--- config.mk ---
export PLATFORM = sky130hd
export DESIGN_NAME = rifl_link_ctrl
export DESIGN_NICKNAME = d
export VERILOG_FILES = /design/src/rtl/rifl_link_ctrl.sv
export SDC_FILE = /design/constraint.sdc
export NUM_CORES = 1
export LEC_CHECK = 0
export CAP_MARGIN = 20
export CORE_MARGIN = 4
export CORE_UTILIZATION = 35
export CTS_CLUSTER_SIZE = 14
export DETAILED_ROUTE_END_ITERATION = 7
export PLACE_DENSITY_LB_ADDON = 0.12
export SYNTH_ARGS = -nofsm -noshare
export SYNTH_HDL_FRONTEND = slang
export SYNTH_SLANG_ARGS = --single-unit
--- constraint.sdc ---
create_clock -name init_clk -period 3.79 [get_ports init_clk]
set_input_delay 0.5685 -clock init_clk [delete_from_list [all_inputs] [get_ports init_clk]]
set_output_delay 0.5685 -clock init_clk [all_outputs]
set_load 0.005 [all_outputs]
--- src/rtl/rifl_link_ctrl.sv ---
// Link bring-up / recovery sequencer for a multi-lane RIFL link on init_clk.
// Optional error monitor: define RIFL_LINK_CTRL_ERR_MON_EN to build it in.
module rifl_link_ctrl #(
  parameter int N_CHANNEL        = 1,
  parameter int GT_RST_CYCLES    = 1024,
  parameter int FRAME_RST_CYCLES = 256,
  parameter int ALIGN_TIMEOUT    = 2**20,
  parameter int LINK_TIMEOUT     = 2**22,
  parameter int DOWN_FILTER      = 16,
  parameter int MAX_RETRIES      = 8,
  parameter int ERR_WINDOW       = 65536,
  parameter int ERR_THRESHOLD    = 16
) (
  input  logic                 init_clk,
  input  logic                 rst,
  input  logic                 enable,
  input  logic [N_CHANNEL-1:0] rx_aligned,
  input  logic [N_CHANNEL-1:0] link_up,
  input  logic [N_CHANNEL-1:0] rx_error,
  output logic                 gt_rst,
  output logic                 frame_rst,
  output logic                 link_ready,
  output logic                 link_fail,
  output logic [2:0]           ctrl_state,
  output logic [7:0]           retry_cnt,
  output logic                 err_retrain
);

  typedef enum logic [2:0] {
    ST_IDLE       = 3'd0,
    ST_GT_RST     = 3'd1,
    ST_FRAME_RST  = 3'd2,
    ST_WAIT_ALIGN = 3'd3,
    ST_WAIT_LINK  = 3'd4,
    ST_UP         = 3'd5,
    ST_RETRY      = 3'd6,
    ST_FAIL       = 3'd7
  } state_t;

  localparam int TW_GT = $clog2(GT_RST_CYCLES + 1);
  localparam int TW_FR = $clog2(FRAME_RST_CYCLES + 1);
  localparam int TW_AL = $clog2(ALIGN_TIMEOUT + 1);
  localparam int TW_LK = $clog2(LINK_TIMEOUT + 1);
  localparam int TW_A  = (TW_GT > TW_FR) ? TW_GT : TW_FR;
  localparam int TW_B  = (TW_AL > TW_LK) ? TW_AL : TW_LK;
  localparam int TW    = (TW_A > TW_B) ? TW_A : TW_B;
  localparam int DW    = $clog2(DOWN_FILTER + 1);

  localparam logic [TW-1:0] GT_TC = TW'(GT_RST_CYCLES);
  localparam logic [TW-1:0] FR_TC = TW'(FRAME_RST_CYCLES);
  localparam logic [TW-1:0] AL_TC = TW'(ALIGN_TIMEOUT);
  localparam logic [TW-1:0] LK_TC = TW'(LINK_TIMEOUT);
  localparam logic [DW-1:0] DN_TC = DW'(DOWN_FILTER);

  state_t r_state;
  state_t w_state_nxt;

  logic [N_CHANNEL-1:0] r_aln_s1, r_aln_s2;
  logic [N_CHANNEL-1:0] r_lnk_s1, r_lnk_s2;
  logic                 w_all_aligned;
  logic                 w_all_up;

  logic [TW-1:0] r_tmr;
  logic [TW-1:0] w_tmr_inc;
  logic [DW-1:0] r_dn;
  logic [DW-1:0] w_dn_inc;
  logic          w_dn_trip;
  logic          w_err_trip;

  logic [7:0] r_retry;
  logic       r_gt_rst;
  logic       r_frame_rst;
  logic       r_ready;
  logic       r_fail;
  logic       r_err_retrain;

  always_ff @(posedge init_clk or posedge rst) begin
    if (rst) begin
      r_aln_s1 <= '0;
      r_aln_s2 <= '0;
      r_lnk_s1 <= '0;
      r_lnk_s2 <= '0;
    end else begin
      r_aln_s1 <= rx_aligned;
      r_aln_s2 <= r_aln_s1;
      r_lnk_s1 <= link_up;
      r_lnk_s2 <= r_lnk_s1;
    end
  end

  assign w_all_aligned = &r_aln_s2;
  assign w_all_up      = &r_lnk_s2;
  assign w_tmr_inc     = r_tmr + TW'(1);
  assign w_dn_inc      = r_dn + DW'(1);
  assign w_dn_trip     = (r_state == ST_UP) && !w_all_up && (w_dn_inc >= DN_TC);

`ifdef RIFL_LINK_CTRL_ERR_MON_EN
  localparam int WW = $clog2(ERR_WINDOW + 1);
  localparam int EW = $clog2(ERR_THRESHOLD + 2);
  localparam logic [WW-1:0] WIN_LAST = WW'(ERR_WINDOW - 1);
  localparam logic [EW-1:0] ERR_TH   = EW'(ERR_THRESHOLD);

  logic [N_CHANNEL-1:0] r_err_s1, r_err_s2;
  logic [WW-1:0]        r_win;
  logic [EW-1:0]        r_ecnt;
  logic [EW-1:0]        w_ecnt_nxt;
  logic                 w_err_any;

  assign w_err_any  = |r_err_s2;
  assign w_ecnt_nxt = r_ecnt + EW'(w_err_any);
  assign w_err_trip = (r_state == ST_UP) && (w_ecnt_nxt > ERR_TH);

  // Window is held at zero outside UP so it restarts on every UP entry;
  // the count cannot overflow because a trip always leaves UP.
  always_ff @(posedge init_clk or posedge rst) begin
    if (rst) begin
      r_err_s1 <= '0;
      r_err_s2 <= '0;
      r_win    <= '0;
      r_ecnt   <= '0;
    end else begin
      r_err_s1 <= rx_error;
      r_err_s2 <= r_err_s1;
      if (r_state != ST_UP || r_win == WIN_LAST) begin
        r_win  <= '0;
        r_ecnt <= '0;
      end else begin
        r_win  <= r_win + WW'(1);
        r_ecnt <= w_ecnt_nxt;
      end
    end
  end
`else
  logic w_unused_err;
  assign w_unused_err = (^rx_error) ^ (ERR_WINDOW > 0) ^ (ERR_THRESHOLD > 0);
  assign w_err_trip   = 1'b0;
`endif

  always_ff @(posedge init_clk or posedge rst) begin
    if (rst) r_state <= ST_IDLE;
    else     r_state <= w_state_nxt;
  end

  always_comb begin
    w_state_nxt = r_state;
    if (!enable) begin
      w_state_nxt = ST_IDLE;
    end else begin
      case (r_state)
        ST_IDLE:       w_state_nxt = ST_GT_RST;
        ST_GT_RST:     if (w_tmr_inc >= GT_TC) w_state_nxt = ST_FRAME_RST;
        ST_FRAME_RST:  if (w_tmr_inc >= FR_TC) w_state_nxt = ST_WAIT_ALIGN;
        ST_WAIT_ALIGN: begin
          if (w_all_aligned)           w_state_nxt = ST_WAIT_LINK;
          else if (w_tmr_inc >= AL_TC) w_state_nxt = ST_RETRY;
        end
        ST_WAIT_LINK: begin
          if (w_all_up)                w_state_nxt = ST_UP;
          else if (w_tmr_inc >= LK_TC) w_state_nxt = ST_RETRY;
        end
        ST_UP:         if (w_dn_trip || w_err_trip) w_state_nxt = ST_RETRY;
        ST_RETRY: begin
          if (MAX_RETRIES != 0 && 32'(r_retry) >= MAX_RETRIES) w_state_nxt = ST_FAIL;
          else                                                  w_state_nxt = ST_GT_RST;
        end
        ST_FAIL:       w_state_nxt = ST_FAIL;
        default:       w_state_nxt = ST_IDLE;
      endcase
    end
  end

  // Shared phase timer; cleared on any state change, saturates instead of wrapping.
  always_ff @(posedge init_clk or posedge rst) begin
    if (rst) begin
      r_tmr <= '0;
      r_dn  <= '0;
    end else begin
      if (w_state_nxt != r_state) r_tmr <= '0;
      else if (r_tmr != '1)       r_tmr <= w_tmr_inc;

      if (w_state_nxt != r_state || r_state != ST_UP || w_all_up) r_dn <= '0;
      else if (r_dn != '1)                                         r_dn <= w_dn_inc;
    end
  end

  // retry_cnt already holds the new value during the RETRY cycle.
  always_ff @(posedge init_clk or posedge rst) begin
    if (rst) begin
      r_retry <= '0;
    end else if (w_state_nxt == ST_IDLE ||
                 (w_state_nxt == ST_UP && r_state == ST_WAIT_LINK)) begin
      r_retry <= '0;
    end else if (w_state_nxt == ST_RETRY && r_state != ST_RETRY && r_retry != 8'hFF) begin
      r_retry <= r_retry + 8'd1;
    end
  end

  // Resets are also held through RETRY so the core sees one continuous reset into GT_RST.
  always_ff @(posedge init_clk or posedge rst) begin
    if (rst) begin
      r_gt_rst      <= 1'b1;
      r_frame_rst   <= 1'b1;
      r_ready       <= 1'b0;
      r_fail        <= 1'b0;
      r_err_retrain <= 1'b0;
    end else begin
      r_gt_rst      <= (w_state_nxt inside {ST_IDLE, ST_GT_RST, ST_RETRY, ST_FAIL});
      r_frame_rst   <= (w_state_nxt inside {ST_IDLE, ST_GT_RST, ST_FRAME_RST, ST_RETRY, ST_FAIL});
      r_ready       <= (w_state_nxt == ST_UP);
      r_fail        <= (w_state_nxt == ST_FAIL);
      r_err_retrain <= (w_state_nxt == ST_RETRY) && w_err_trip;
    end
  end

  assign gt_rst      = r_gt_rst;
  assign frame_rst   = r_frame_rst;
  assign link_ready  = r_ready;
  assign link_fail   = r_fail;
  assign ctrl_state  = r_state;
  assign retry_cnt   = r_retry;
  assign err_retrain = r_err_retrain;

endmodule
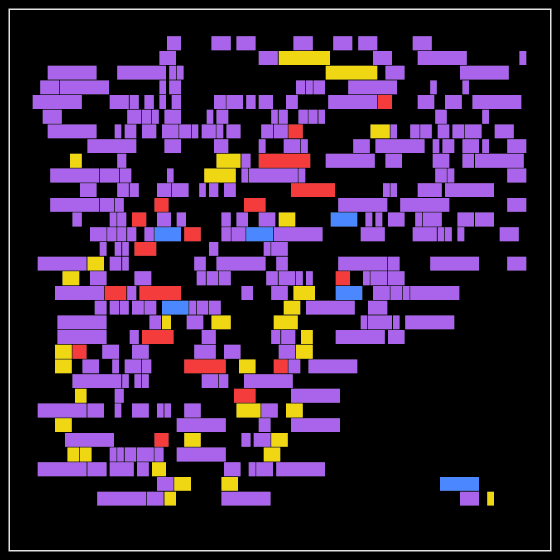
Figure 1: cell sizes after repair.
| color | size | cells | share |
|---|---|---|---|
| purple | drive 1 or less | 266 | 82% |
| yellow | drive 2 | 33 | 10% |
| red | drive 3 to 4 | 18 | 5.6% |
| blue | drive 6 and up | 6 | 1.9% |
setup ws final: 0.2624 ns
Repair and plain buffers: 26

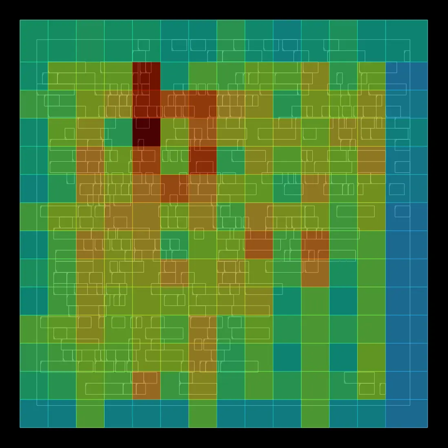
Figure 2: routing congestion.
met2 Usage GRT: 22.22%
total track usage: 13.83%
GR Util met3: 2.849%
met1 usage: 19.33%

==> results_dict.tcl <==
# flow metrics
set metrics [dict create \
    status "completed" \
    synth_nets 316 \
    p_comb_share_pct 8.7 \
    final_nets 333 \
    final_cell_mix "dfrtp_1 (45), nor2_1 (32), clkdlybuf4s50_1 (19), xor2_1 (18), nand4_1 (17)" \
    diodes 0 \
    synth_xor_xnor_area_share_pct 9.164 \
    p_clk_share_pct 34.0 \
    totalPowerFinal_uw 910.6 \
    logic_area_um2 1649 \
    aoi_share_pct 15.33 \
    nonClkBufAreaFrac_pct 7.632 \
    r2r_slack_ns 0.26 \
    grt_pass1_vias 2237 \
    worstPathArrival_ns 3.70 \
    fin_skew_ns 0.01254 \
    die_w_um 100.0 \
    drive_gt1_share_pct 17.65 \
    ys_top_logic_family "simple AND/OR/NAND/NOR gates" \
    critPathLaunchType "flip-flop" \
    multiInputCombCellCount 231 \
    hold-path-endpoint "r_aln_s2" \
    inv_count 11 \
    end_kind "flip-flop" \
    edf_count 0 \
    numCtsBuffers 5 \
    synthesis.instances 305 \
    hold_start "r_aln_s1" \
    drcViolationCount 0 \
    fmax_ghz 0.2835 \
    slowest_delay_ns 0.55 \
    p_leak_nw 1.358 \
    cp_data_required_time_ns 3.96 \
    mux_share_pct 2.154 \
    final_hold_viol_count 0 \
    hpwl_um 4833 \
    p_per_area_nw_per_um2 272.3 \
    clk_share_pct 2.656 \
    switchingPower_uw 241.4 \
    io_buffers 19 \
]
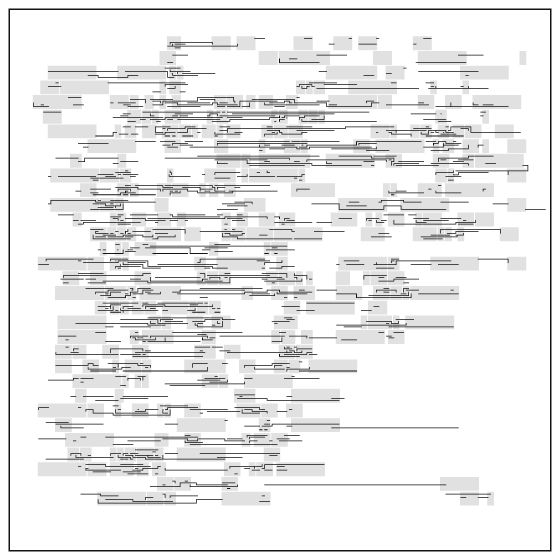
Figure 3: the metal 1 layer.
Cells faint in the background.
nets with wire on the layer: 301
share of all routed wire: 49%
main direction: horizontal
longest straight run: 33.6 um
routed via count: 2,305
Routed WL: 6644 um

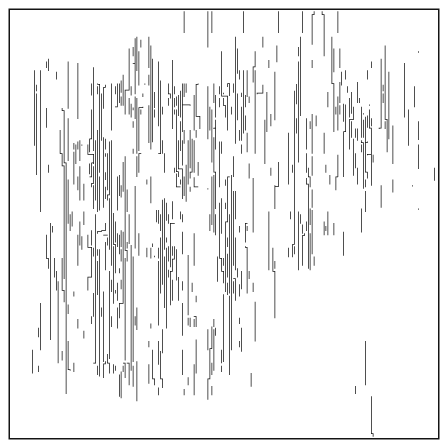
Figure 4: metal 2.
nets with wire on the layer: 276
wire length on this layer: 3,140 um
share of all routed wire: 47%

cell usage after synthesis, drive strengths merged (3+ instances only):
cell type,count,area [um^2]
dfrtp,45,1126
nor2,37,151.4
a21oi,23,171.4
nand4,19,140.1
xor2,18,157.7
nand2,14,52.55
nor3,13,76.33
xnor2,13,113.9
inv,11,41.29
buf,9,67.56
nand3,9,45.04
and3,7,45.05
and4,7,67.56
clkbuf,7,26.28
o21ai,7,35.03
ha,5,62.56
nor4,5,46.29
o211ai,5,42.54
a31oi,4,25.02
mux2i,4,52.55
and2,3,21.27
nor2b,3,18.77
o31ai,3,22.52
metrics by stage:
stage	cell area [um^2]	hold slack, ns
detailed placement	3236	0.3395
CTS	3324	0.3604
global placement	3236	0.3332
floorplan	2963	0.3312
global route	3344	0.3748
finish	3344	0.3570
